<file path="src/rtl/fp_add_pkg.sv">
// fp_add_pkg: shared definitions for the pipelined single-precision adder
// (align stage, prefix-adder wrapper, normaliser).
//   - IEEE-754 single field widths and aligned-significand width
//   - default prefix-adder latency
//   - side_t: sideband that rides alongside the adder sum
//   - small unpack helpers used in the compare stage
package fp_add_pkg;

  localparam int EXP_W     = 8;
  localparam int FRAC_W    = 23;
  localparam int SIG_W     = 24;               // hidden bit + fraction
  localparam int GRS_W     = 3;                // guard, round, sticky
  localparam int ALN_W     = SIG_W + GRS_W;    // 27-bit aligned significand
  localparam int ADDER_LAT = 5;

  typedef struct packed {
    logic             sign;
    logic [EXP_W-1:0] exp;
    logic             nan;
    logic             inf;
  } side_t;

  // Significand with the implicit bit restored (0 for zero/denormal).
  function automatic logic [SIG_W-1:0] unpack_sig(input logic [EXP_W-1:0]  e,
                                                  input logic [FRAC_W-1:0] f);
    return {|e, f};
  endfunction

  // Denormals share the weight of exponent 1.
  function automatic logic [EXP_W-1:0] eff_exp(input logic [EXP_W-1:0] e);
    return (e == '0) ? EXP_W'(1) : e;
  endfunction

  function automatic logic is_nan(input logic [EXP_W-1:0]  e,
                                  input logic [FRAC_W-1:0] f);
    return (&e) && (|f);
  endfunction

  function automatic logic is_inf(input logic [EXP_W-1:0]  e,
                                  input logic [FRAC_W-1:0] f);
    return (&e) && !(|f);
  endfunction

endpackage

</file>
<file path="src/rtl/sticky_shifter.sv">
// sticky_shifter: combinational right shift of an aligned significand.
//   din_i  : W-bit value, low GRS bits already zero
//   sh_i   : shift distance
//   dout_o : din_i >> sh_i with every shifted-out bit ORed into bit 0;
//            at sh_i >= SAT only a single sticky bit survives.
module sticky_shifter #(
  parameter int W   = 27,
  parameter int SAT = 27
) (
  input  logic [W-1:0] din_i,
  input  logic [7:0]   sh_i,
  output logic [W-1:0] dout_o
);

  logic [W-1:0] shifted;
  logic [W-1:0] lost_mask;
  logic         sticky;

  always_comb begin
    shifted   = din_i >> sh_i;
    // Ones in exactly the bit positions that fall off the bottom.
    lost_mask = ~({W{1'b1}} << sh_i);
    sticky    = |(din_i & lost_mask);
    dout_o    = {shifted[W-1:1], shifted[0] | sticky};
    if (int'(sh_i) >= SAT)
      dout_o = {{(W-1){1'b0}}, |din_i};
  end

endmodule

</file>
<file path="src/rtl/fp_align_stage.sv">
// fp_align_stage: front end of the pipelined single-precision adder.
//   Stage 1 unpacks and orders the operands by magnitude and resolves
//   specials; stage 2 right-aligns the smaller significand with sticky;
//   stage 3 forms the 32-bit prefix-adder operands and carry-in.
//   The sideband is then delayed ADDER_LAT cycles so it meets the sum.
// Ports:
//   clk, clear_n          clock, synchronous active-low clear
//   in_valid, op_a, op_b  operand pair (IEEE-754 single)
//   sub                   1 = A-B
//   add_a/add_b/add_cin   adder operands, add_valid (3 cycles after input)
//   side_*                sign/exp/nan/inf, side_valid (3+ADDER_LAT cycles)
module fp_align_stage #(
  parameter int ADDER_LAT = fp_add_pkg::ADDER_LAT,
  parameter int SHIFT_SAT = 27
) (
  input  logic        clk,
  input  logic        clear_n,
  input  logic        in_valid,
  input  logic [31:0] op_a,
  input  logic [31:0] op_b,
  input  logic        sub,
  output logic [31:0] add_a,
  output logic [31:0] add_b,
  output logic        add_cin,
  output logic        add_valid,
  output logic        side_valid,
  output logic        side_sign,
  output logic [7:0]  side_exp,
  output logic        side_nan,
  output logic        side_inf
);
  import fp_add_pkg::*;

  // ---------------- stage 1: unpack / compare / specials ----------------
  logic [EXP_W-1:0]  ea, eb;
  logic [FRAC_W-1:0] fa, fb;
  logic              sa, sb_eff, swap;
  logic              nan_a, nan_b, inf_a, inf_b;

  logic              s1_vld_d,  s1_vld_q;
  logic [SIG_W-1:0]  s1_ml_d,   s1_ml_q;
  logic [SIG_W-1:0]  s1_ms_d,   s1_ms_q;
  logic [EXP_W-1:0]  s1_diff_d, s1_diff_q;
  logic              s1_sub_d,  s1_sub_q;
  side_t             s1_side_d, s1_side_q;

  logic [EXP_W-1:0]  el, es;
  logic              sl, ss;

  always_comb begin
    ea     = op_a[30:23];
    eb     = op_b[30:23];
    fa     = op_a[22:0];
    fb     = op_b[22:0];
    sa     = op_a[31];
    sb_eff = op_b[31] ^ sub;
    // Ties keep A as the larger operand.
    swap   = op_b[30:0] > op_a[30:0];

    nan_a = is_nan(ea, fa);
    nan_b = is_nan(eb, fb);
    inf_a = is_inf(ea, fa);
    inf_b = is_inf(eb, fb);

    if (swap) begin
      sl = sb_eff;  el = eff_exp(eb);  s1_ml_d = unpack_sig(eb, fb);
      ss = sa;      es = eff_exp(ea);  s1_ms_d = unpack_sig(ea, fa);
    end else begin
      sl = sa;      el = eff_exp(ea);  s1_ml_d = unpack_sig(ea, fa);
      ss = sb_eff;  es = eff_exp(eb);  s1_ms_d = unpack_sig(eb, fb);
    end

    s1_vld_d  = in_valid;
    s1_sub_d  = sl ^ ss;
    s1_diff_d = el - es;

    // An Inf always sorts as the larger magnitude (only NaN beats it),
    // so the larger operand's sign is already the Inf's sign.
    s1_side_d.sign = sl;
    s1_side_d.exp  = el;
    s1_side_d.nan  = nan_a | nan_b | (inf_a & inf_b & (sa ^ sb_eff));
    s1_side_d.inf  = ~s1_side_d.nan & (inf_a | inf_b);
  end

  always_ff @(posedge clk) begin
    if (!clear_n) begin
      s1_vld_q  <= 1'b0;
      s1_ml_q   <= '0;
      s1_ms_q   <= '0;
      s1_diff_q <= '0;
      s1_sub_q  <= 1'b0;
      s1_side_q <= '0;
    end else begin
      s1_vld_q  <= s1_vld_d;
      s1_ml_q   <= s1_ml_d;
      s1_ms_q   <= s1_ms_d;
      s1_diff_q <= s1_diff_d;
      s1_sub_q  <= s1_sub_d;
      s1_side_q <= s1_side_d;
    end
  end

  // ---------------- stage 2: align ----------------
  logic [ALN_W-1:0] s2_small_d;
  logic [ALN_W-1:0] s2_large_q, s2_small_q;
  logic             s2_vld_q, s2_sub_q;
  side_t            s2_side_q;

  sticky_shifter #(.W(ALN_W), .SAT(SHIFT_SAT)) u_shift (
    .din_i  ({s1_ms_q, {GRS_W{1'b0}}}),
    .sh_i   (s1_diff_q),
    .dout_o (s2_small_d)
  );

  always_ff @(posedge clk) begin
    if (!clear_n) begin
      s2_vld_q   <= 1'b0;
      s2_large_q <= '0;
      s2_small_q <= '0;
      s2_sub_q   <= 1'b0;
      s2_side_q  <= '0;
    end else begin
      s2_vld_q   <= s1_vld_q;
      s2_large_q <= {s1_ml_q, {GRS_W{1'b0}}};
      s2_small_q <= s2_small_d;
      s2_sub_q   <= s1_sub_q;
      s2_side_q  <= s1_side_q;
    end
  end

  // ---------------- stage 3: form adder operands ----------------
  // Subtract as large + ~small + 1; large >= small so the sum is
  // non-negative and the adder's carry-out carries no information.
  logic [31:0] add_a_d, add_b_d;
  logic [31:0] add_a_q, add_b_q;
  logic        add_cin_q, add_vld_q;
  side_t       s3_side_q;

  always_comb begin
    add_a_d = {{(32-ALN_W){1'b0}}, s2_large_q};
    add_b_d = {{(32-ALN_W){1'b0}}, s2_small_q};
    if (s2_sub_q)
      add_b_d = ~add_b_d;
  end

  always_ff @(posedge clk) begin
    if (!clear_n) begin
      add_a_q   <= '0;
      add_b_q   <= '0;
      add_cin_q <= 1'b0;
      add_vld_q <= 1'b0;
      s3_side_q <= '0;
    end else begin
      add_a_q   <= add_a_d;
      add_b_q   <= add_b_d;
      add_cin_q <= s2_sub_q;
      add_vld_q <= s2_vld_q;
      s3_side_q <= s2_side_q;
    end
  end

  assign add_a     = add_a_q;
  assign add_b     = add_b_q;
  assign add_cin   = add_cin_q;
  assign add_valid = add_vld_q;

  // ---------------- sideband delay line ----------------
  // Matches the prefix adder's latency so side_* lands with the sum.
  logic  vld_pipe [ADDER_LAT];
  side_t side_pipe[ADDER_LAT];

  always_ff @(posedge clk) begin
    if (!clear_n) begin
      for (int i = 0; i < ADDER_LAT; i++) begin
        vld_pipe[i]  <= 1'b0;
        side_pipe[i] <= '0;
      end
    end else begin
      vld_pipe[0]  <= add_vld_q;
      side_pipe[0] <= s3_side_q;
      for (int i = 1; i < ADDER_LAT; i++) begin
        vld_pipe[i]  <= vld_pipe[i-1];
        side_pipe[i] <= side_pipe[i-1];
      end
    end
  end

  assign side_valid = vld_pipe[ADDER_LAT-1];
  assign side_sign  = side_pipe[ADDER_LAT-1].sign;
  assign side_exp   = side_pipe[ADDER_LAT-1].exp;
  assign side_nan   = side_pipe[ADDER_LAT-1].nan;
  assign side_inf   = side_pipe[ADDER_LAT-1].inf;

endmodule

</file>
<file path="config.mk">
export PLATFORM = sky130hd
export DESIGN_NAME = fp_align_stage
export DESIGN_NICKNAME = d
export VERILOG_FILES = /design/src/rtl/fp_add_pkg.sv /design/src/rtl/sticky_shifter.sv /design/src/rtl/fp_align_stage.sv
export SDC_FILE = /design/constraint.sdc
export NUM_CORES = 1
export LEC_CHECK = 0
export CAP_MARGIN = 20
export CORE_MARGIN = 2
export CORE_UTILIZATION = 45
export CTS_CLUSTER_DIAMETER = 60
export CTS_CLUSTER_SIZE = 40
export DETAILED_ROUTE_END_ITERATION = 7
export HOLD_SLACK_MARGIN = 0.05
export PLACE_DENSITY = 0.64
export SLEW_MARGIN = 0
export SYNTH_ARGS = -nofsm -noshare
export SYNTH_HDL_FRONTEND = slang
export SYNTH_SLANG_ARGS = --single-unit
export TNS_END_PERCENT = 100
</file>
<file path="constraint.sdc">
create_clock -name clk -period 4.7 [get_ports clk]
set_input_delay 0.705 -clock clk [delete_from_list [all_inputs] [get_ports clk]]
set_output_delay 0.705 -clock clk [all_outputs]
set_load 0.01 [all_outputs]
</file>
The metal 3 layer:
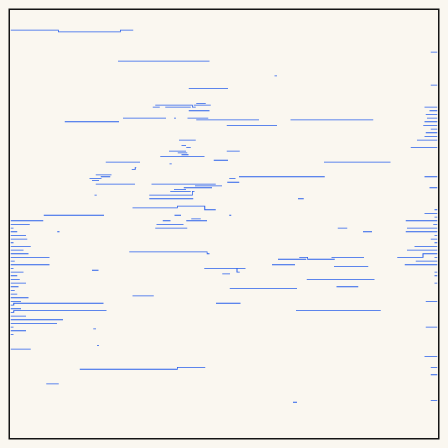
longest straight run = 36.1 µm
share of all routed wire = 5.3%
nets with wire on the layer = 128
main direction = horizontal
wire length on this layer = 1280 µm

Ports around the boundary:
Pins as bars across the die edge, other pins in grey.
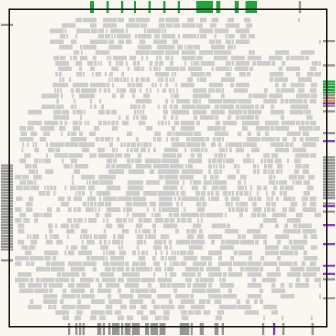
orange -> add_valid  # pins 1, direction output, edge right
purple -> side_exp  # pins 8, direction output, edge 7 right, 1 bottom
green -> add_b  # pins 32, direction output, edge 27 top, 5 right
all pins by edge = 44 bottom, 40 right, 34 left, 28 top

Routed metal, one colour a layer:
Two of the layers only.
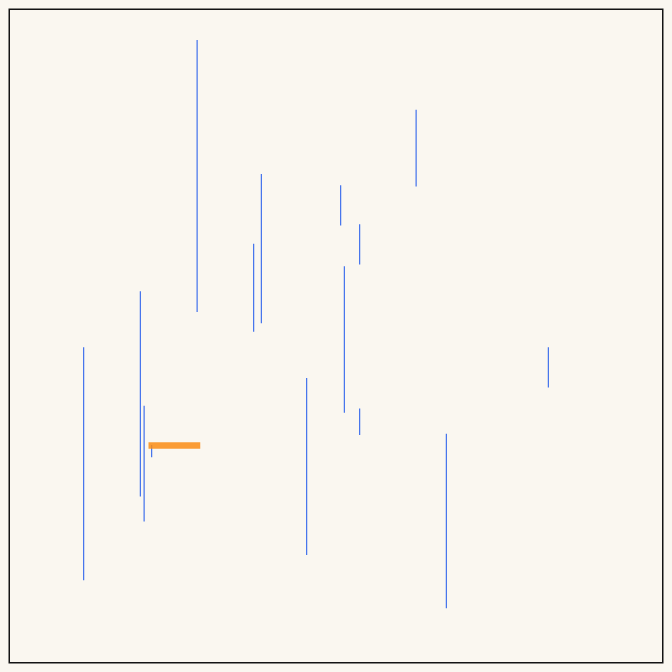
orange -> met5  # wire length 11.0 µm
blue -> met4  # wire length 433 µm

Where the registers sit:
Other sequential cells in the stronger grey, the rest of the logic in the fainter grey.
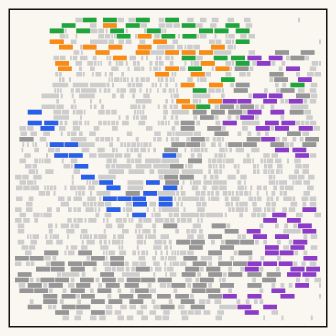
blue -> s1_ms_q  # sequential cells 24
purple -> side_pipe  # sequential cells 55, where a column on the right
orange -> s2_small_q  # sequential cells 27
green -> add_b  # sequential cells 28

Congestion heat map:
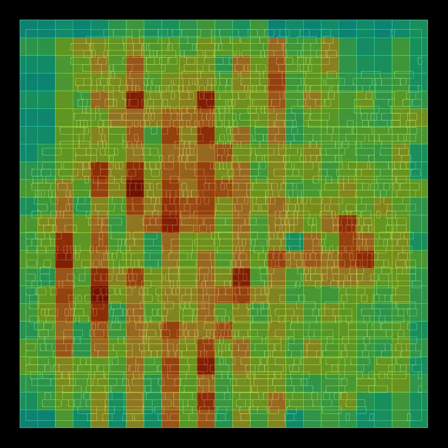
GRT met2 Usage: 0.3255
Total Routing Usage GR: 0.1905

==> run summary <==
From the run reports.

- The post-detailed-routing wire length reads 24340 µm.
- According to the timing report, the arrival time at the worst endpoint equals 4.65 ns.
- In the placement report, post-DP HPWL is listed as 18120 µm.
- By instance count after routing, the leading logic cell type is sky130_fd_sc_hd__dfxtp_1.
- The category of the worst setup path launch point reads an input pin.
- The most numerous cell in the Yosys netlist is sky130_fd_sc_hd__dfxtp_1.
- The run finished with clean final reports.
- The flip-flop count of the largest register after layout reads 55.
- Ranked by total cell area, the synthesized netlist is headed by sky130_fd_sc_hd__dfxtp_1, sky130_fd_sc_hd__and2_1, sky130_fd_sc_hd__mux2i_1.
- Dividing total power by cell area gives a power density of 402.4 nW/µm².
- The detailed-route wire length per cell is 15.71 µm.
- The biggest area consumer among cell classes reads sequential cells.
- The final layout report lists a clock buffer count of 20.
- The initial antenna violation count came to 1.
- The power attributed to sequential cells reads 0.00242 W.
- Of the cells placed in the final design, the portion with a size suffix greater than 1 is 0.08611.
- Per the OpenROAD power report, leakage power amounts to 5.424 nW.
- RePlAce ended its routability-driven mode at a weighted congestion of 0.9098.
- The final hold violation count is 0.
- The worst endpoint required time reads 5.13 ns.
- The count of inverters not on the clock network in the layout reads 44.
- The number of inserted diodes is 0.
- The area of the core is 23470 µm².
- Summing every instance area after synthesis gives 10770 µm².
- Once the clock tree was built, the setup fixing pass inserted 0 buffers.
- The synthesis stat section lists a flop and latch total of 258.
- The adder-cell share of the synthesized area reads 0.04785.
- The switching share of total power is 0.3026.
- The number of I/O port buffers reads 137.
- The number of cell instances after yosys synthesis reads 1107.
- For the pin with the worst max-slew slack, the measured transition is 0.9808 ns.
- Summed over the clock group, the power is 0.00170 W.
- The post-layout net count reads 1326.
- The floorplan step set the die width to 158.7 µm.
- The standard-cell row count reads 56.
- The number of well-tap cells placed is 319.
- The layout report lists the clock-cell share of area as 0.05129.
- The biggest fanout along the worst timing path is 15.
- The run reported a max-capacitance violation count of 0.
- Along the critical path, the tally of buffer and inverter instances is 3.
- The number of fill cells in the layout reads 2117.
- The longest incremental delay of any stage on the critical path is reported as 0.53 ns.
- The TritonCTS clock tree is yes.
- The final number of setup-violating endpoints reads 0.
==> layer usage <==
metal  global-route usage  vias up  wire [µm]
met5                    0        -         11
met4              0.04295        2        433
met3              0.03213       33       1283
met2               0.3255      212      11500
met1               0.2526     3675      11120
li1                     -     3948          -
==> worst paths after layout <==
path	slack [ns]	start	cells after the start	to
setup / recovery	0.47	op_a[4]	17	s1_diff_q[7]
hold / removal	0.43	s1_side_q[3]	1	s2_side_q[3]
setup reg to reg	2.11	s1_diff_q[1]	5	s2_small_q[1]
hold reg to reg	0.43	s1_side_q[3]	1	s2_side_q[3]
No activity file was given, so power comes from the tool's default toggle rates.
